<file path="config.mk">
export PLATFORM = sky130hd
export DESIGN_NAME = input_conditioner
export DESIGN_NICKNAME = d
export VERILOG_FILES = /design/src/rtl/input_conditioner.sv
export SDC_FILE = /design/constraint.sdc
export NUM_CORES = 1
export LEC_CHECK = 0
export CORE_ASPECT_RATIO = 0.9
export CORE_MARGIN = 2
export CORE_UTILIZATION = 45
export DETAILED_ROUTE_END_ITERATION = 10
export DONT_BUFFER_PORTS = 1
export PLACE_DENSITY_LB_ADDON = 0.25
export SLEW_MARGIN = 30
export SYNTH_ARGS = -nofsm -noshare
export SYNTH_HDL_FRONTEND = slang
export SYNTH_SLANG_ARGS = --single-unit
</file>
<file path="constraint.sdc">
create_clock -name clk_clk -period 3.81 [get_ports clk_clk]
set_input_delay 0.762 -clock clk_clk [delete_from_list [all_inputs] [get_ports clk_clk]]
set_output_delay 0.762 -clock clk_clk [all_outputs]
set_load 0.005 [all_outputs]
</file>
<file path="src/rtl/input_conditioner.sv">
// Input conditioner for the board pushbuttons and slider switches.
// Every raw input is synchronized, then debounced by its own counter. Pushbuttons
// also get one-cycle press/release pulses.
// Defining KEY_AUTOREPEAT_EN adds a per-key auto-repeat FSM. That FSM emits extra
// key_press pulses while a key stays held.
module input_conditioner #(
    parameter int unsigned DEBOUNCE_CYCLES = 500000,
    parameter int unsigned REPEAT_DELAY    = 25000000,
    parameter int unsigned REPEAT_RATE     = 5000000
) (
    input  logic       clk_clk,
    input  logic       reset_reset_n,
    input  logic [3:0] key_raw,
    input  logic [9:0] sw_raw,
    output logic [3:0] pushbuttons_export,
    output logic [9:0] slider_switches_export,
    output logic [3:0] key_press,
    output logic [3:0] key_release
);

    localparam int unsigned MAX_DR  = (DEBOUNCE_CYCLES > REPEAT_DELAY) ? DEBOUNCE_CYCLES : REPEAT_DELAY;
    localparam int unsigned MAX_ALL = (MAX_DR > REPEAT_RATE) ? MAX_DR : REPEAT_RATE;
    localparam int          CW      = (MAX_ALL > 2) ? $clog2(MAX_ALL) : 1;
    localparam logic [CW-1:0] DEB_LAST = CW'(DEBOUNCE_CYCLES - 1);

    // Bit order everywhere: {switches[9:0], keys[3:0]}
    logic [13:0]   sync1_q, sync1_d;
    logic [13:0]   sync2_q, sync2_d;
    logic [1:0]    warm_q, warm_d;
    logic [13:0]   level_q, level_d;
    logic [CW-1:0] cnt_q [14];
    logic [CW-1:0] cnt_d [14];
    logic [3:0]    press_q, press_d;
    logic [3:0]    release_q, release_d;
    logic [13:0]   cond;
    logic [3:0]    key_rise, key_fall;
    logic [3:0]    rpt_pulse;

    // Two-flop synchronizer input.
    // warm marks when the second stage holds a real sample again after reset, so the
    // cleared synchronizer contents are never mistaken for a pressed key.
    always_comb begin
        sync1_d = {sw_raw, key_raw};
        sync2_d = sync1_q;
        warm_d  = {warm_q[0], 1'b1};
    end

    // Per-input debounce.
    // A level is accepted only after it has differed from the current debounced level
    // for DEBOUNCE_CYCLES consecutive cycles. Any agreement clears the count.
    always_comb begin
        cond    = {sync2_q[13:4], ~sync2_q[3:0]};
        level_d = level_q;
        for (int i = 0; i < 14; i++) begin
            cnt_d[i] = '0;
            if (warm_q[1] && (cond[i] != level_q[i])) begin
                if (cnt_q[i] >= DEB_LAST) begin
                    level_d[i] = cond[i];
                end else begin
                    cnt_d[i] = cnt_q[i] + CW'(1);
                end
            end
        end
    end

    // Press/release pulses, registered in the same cycle the debounced key level changes
    always_comb begin
        key_rise  = level_d[3:0] & ~level_q[3:0];
        key_fall  = level_q[3:0] & ~level_d[3:0];
        press_d   = key_rise | rpt_pulse;
        release_d = key_fall;
    end

`ifdef KEY_AUTOREPEAT_EN
    typedef enum logic [1:0] {RPT_IDLE, RPT_DELAY, RPT_REPEAT} rpt_state_e;

    localparam logic [CW-1:0] DELAY_LAST = CW'((REPEAT_DELAY > 0) ? REPEAT_DELAY - 1 : 0);
    localparam logic [CW-1:0] RATE_LAST  = CW'((REPEAT_RATE > 0) ? REPEAT_RATE - 1 : 0);

    rpt_state_e    rpt_state_q [4];
    rpt_state_e    rpt_state_d [4];
    logic [CW-1:0] rpt_cnt_q [4];
    logic [CW-1:0] rpt_cnt_d [4];

    // Auto-repeat next state.
    // A release always wins, so a repeat pulse never collides with a release pulse.
    always_comb begin
        rpt_pulse = '0;
        for (int k = 0; k < 4; k++) begin
            rpt_state_d[k] = rpt_state_q[k];
            rpt_cnt_d[k]   = rpt_cnt_q[k];
            if (key_fall[k]) begin
                rpt_state_d[k] = RPT_IDLE;
                rpt_cnt_d[k]   = '0;
            end else if (key_rise[k]) begin
                rpt_state_d[k] = RPT_DELAY;
                rpt_cnt_d[k]   = '0;
            end else begin
                case (rpt_state_q[k])
                    RPT_DELAY: begin
                        if (rpt_cnt_q[k] >= DELAY_LAST) begin
                            rpt_pulse[k]   = 1'b1;
                            rpt_state_d[k] = RPT_REPEAT;
                            rpt_cnt_d[k]   = '0;
                        end else begin
                            rpt_cnt_d[k] = rpt_cnt_q[k] + CW'(1);
                        end
                    end
                    RPT_REPEAT: begin
                        if (rpt_cnt_q[k] >= RATE_LAST) begin
                            rpt_pulse[k] = 1'b1;
                            rpt_cnt_d[k] = '0;
                        end else begin
                            rpt_cnt_d[k] = rpt_cnt_q[k] + CW'(1);
                        end
                    end
                    default: begin
                        rpt_state_d[k] = RPT_IDLE;
                        rpt_cnt_d[k]   = '0;
                    end
                endcase
            end
        end
    end

    // Auto-repeat state register; reset abandons any repeat in progress
    always_ff @(posedge clk_clk or negedge reset_reset_n) begin
        if (!reset_reset_n) begin
            for (int k = 0; k < 4; k++) begin
                rpt_state_q[k] <= RPT_IDLE;
                rpt_cnt_q[k]   <= '0;
            end
        end else begin
            for (int k = 0; k < 4; k++) begin
                rpt_state_q[k] <= rpt_state_d[k];
                rpt_cnt_q[k]   <= rpt_cnt_d[k];
            end
        end
    end
`else
    // No auto-repeat: key_press only reflects accepted presses
    always_comb begin
        rpt_pulse = '0;
    end
`endif

    // Main state register: synchronizers, debounce counters, levels and pulses
    always_ff @(posedge clk_clk or negedge reset_reset_n) begin
        if (!reset_reset_n) begin
            sync1_q   <= '0;
            sync2_q   <= '0;
            warm_q    <= '0;
            level_q   <= '0;
            press_q   <= '0;
            release_q <= '0;
            for (int i = 0; i < 14; i++) begin
                cnt_q[i] <= '0;
            end
        end else begin
            sync1_q   <= sync1_d;
            sync2_q   <= sync2_d;
            warm_q    <= warm_d;
            level_q   <= level_d;
            press_q   <= press_d;
            release_q <= release_d;
            for (int i = 0; i < 14; i++) begin
                cnt_q[i] <= cnt_d[i];
            end
        end
    end

    assign pushbuttons_export     = level_q[3:0];
    assign slider_switches_export = level_q[13:4];
    assign key_press              = press_q;
    assign key_release            = release_q;

endmodule

</file>
Fig. 1: clock network drawn from the DEF
The bar under the picture is 50 um long.
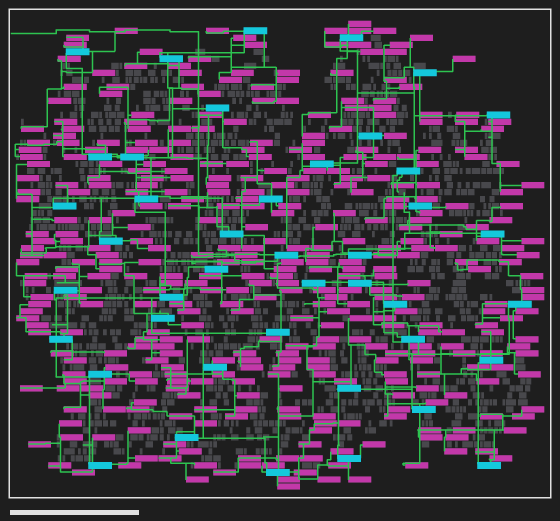
[cells driving clock nets] cyan | count: 42
[clock wires] green | length: 5130 um
[flip-flops] magenta | count: 402
flops lie: widely spread

Fig. 2: M3 wires
The bar under the picture is 50 um long.
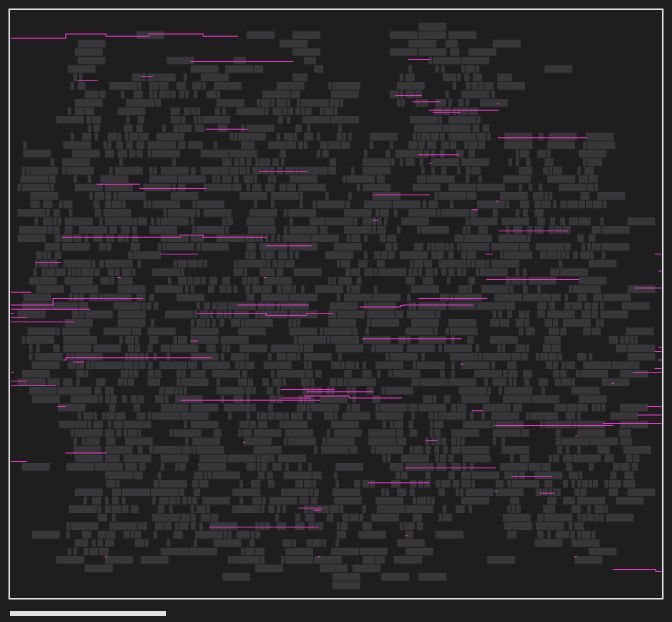
longest straight run: 46.7 um
main direction: horizontal

Fig. 3: track usage over the die
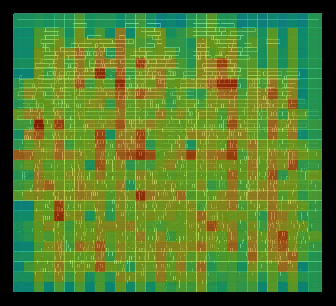
met2 usage: 23.5%
met1 GRT Util: 22.0%
met3 GRT Util: 3.09%
Util after Layout: 51.4%
GRT Util Overall: 15.3%

==> metrics.csv <==
metric,value,unit
ANT nets after route,0,
Setup Total Neg Slack,0,ns
"Slowest-stage cell, CP",nand3_1,
final hold vios,61,
Buf/Inv on CP,0,
crit path max fanout,19,
Num CTS Buffers,42,
ys async rst share,100,%
crit path DRT,4.26,ns
CTS tree,done,
Chip Width,209,um
Fin Clk Skew,0.0213,ns
Dominant cell area share,58.8,%
Overflow after GRT,0,
worst-margin pin slew,0.943,ns
nets@finish,1712,
Mapped Area,17100,um2
clock root buffer,clkbuf_16,
Tcrit/Tclk final,66.4,%
peak supply drop,0.337,mV
top-count cell post-synth,dfrtp_1,
crit path launch type,register,
PostCTS Resize Cnt,0,
relative slew slack,36.5,%
clock sink count,402,
Min Hold Slack,-0.0694,ns
Post-DP Area,17900,um2
DR vias/cell,4.97,
GP Congestion,0.777,
vias in the first global route,10500,
area reported by Yosys stat,17100,um2
post-synth top area cell,dfrtp_1,
Die Height,189,um
Residual DRC,0,
status,finished with violations,
Port Buffers,0,
Hold Crit Class,input port to asynchronous set/reset pin,
"Seq/Total Area, Yosys",58.8,%
WL/cell,13.3,um
WL final,29.2,mm
Critical Path End Type,register,
failing checks,hold timing,
Yosys Instances,1585,
"Warnings, synthesis",0,
Post-synth EDFFs,0,
-- power breakdown --
part	switching [mW]	internal, mW	leakage [nW]
logic	0.0435	0.0330	1.89
clock network	1.63	2.40	0.654
registers	0.0481	4.35	5.32
total	1.72	6.79	7.86
-- cell usage in the layout (no fill, tap or decap), drive strengths merged, types with 3 or more instances in the layout --
cell,n
dfrtp,402
nor2,322
xor2,127
xnor2,121
nand2,92
conb,85
nand3,83
nand4,68
clkbuf,60
inv,52
nor3,41
and3,36
and4,23
or4,21
nor4,20
or3,17
o21ai,17
a21oi,14
ha,14
and2,9
mux2,8
nor3b,6
a211oi,6
or2,5
o31ai,5
clkinvlp,5
a31oi,4
nand3b,4
o41ai,4
o41a,4
o211ai,4
o311a,3
mux2i,3
-- through the flow --
step	setup slack (ns)	instances
after floorplan	1.73	1668
after global placement	1.38	2121
after detailed placement	1.21	2121
after CTS	1.17	2190
after global routing	0.910	2190
final	1.28	2190
-- flip-flops by register name, indices dropped and copies added (netlist names) --
name	cells
key_release	4
level_q	14
cnt_q	350
key_press	4
sync1_q	14
sync2_q	14
warm_q	2
-- worst paths after layout --
| check | start | slack [ns] | end | depth (start not counted) |
|---|---|---|---|---|
| setup / recovery | cnt_q[325]$_DFF_PN0_ | 1.28 | cnt_q[329]$_DFF_PN0_ | 6 |
| hold / removal | reset_reset_n | -0.07 | cnt_q[302]$_DFF_PN0_ | 0 |
| setup reg to reg | cnt_q[325]$_DFF_PN0_ | 1.28 | cnt_q[329]$_DFF_PN0_ | 6 |
| hold reg to reg | sync1_q[0]$_DFF_PN0_ | 0.35 | sync2_q[0]$_DFF_PN0_ | 0 |
| max in group asynchronous | reset_reset_n | 3.19 | cnt_q[109]$_DFF_PN0_ | 0 |
| min in group clk_clk | sw_raw[7] | 0.24 | sync1_q[11]$_DFF_PN0_ | 0 |
-- cell families after synthesis --
group,Yosys count,synth area share (%)
AND/OR/NAND/NOR,754,21.7
flip-flops,402,58.8
XOR/XNOR,248,12.7
buffers and inverters,83,2.14
AND-OR/OR-AND,71,2.88
adder cells (fa/ha/maj),14,1.02
multiplexers,11,0.702
other,2,0.0439
-- per-layer routing --
layer | global-route usage, % | routed length (um) | up-vias
li1 | - | - | 5470
met1 | 22.0 | 14600 | 5238
met2 | 23.5 | 12800 | 114
met3 | 3.09 | 1160 | 53
met4 | 4.56 | 601 | 0
met5 | 0 | 0 | -
-- layout make-up --
cell class | count | area, um2
clock buffer | 60 | 1250
clock inverter | 9 | 111
fill | 3283 | 18200
inverter | 51 | 191
multi-input combinational | 1183 | 6990
sequential | 402 | 10100
tap | 483 | 604
timing repair buffer | 2 | 15.0
Power and IR drop assume default switching activity.
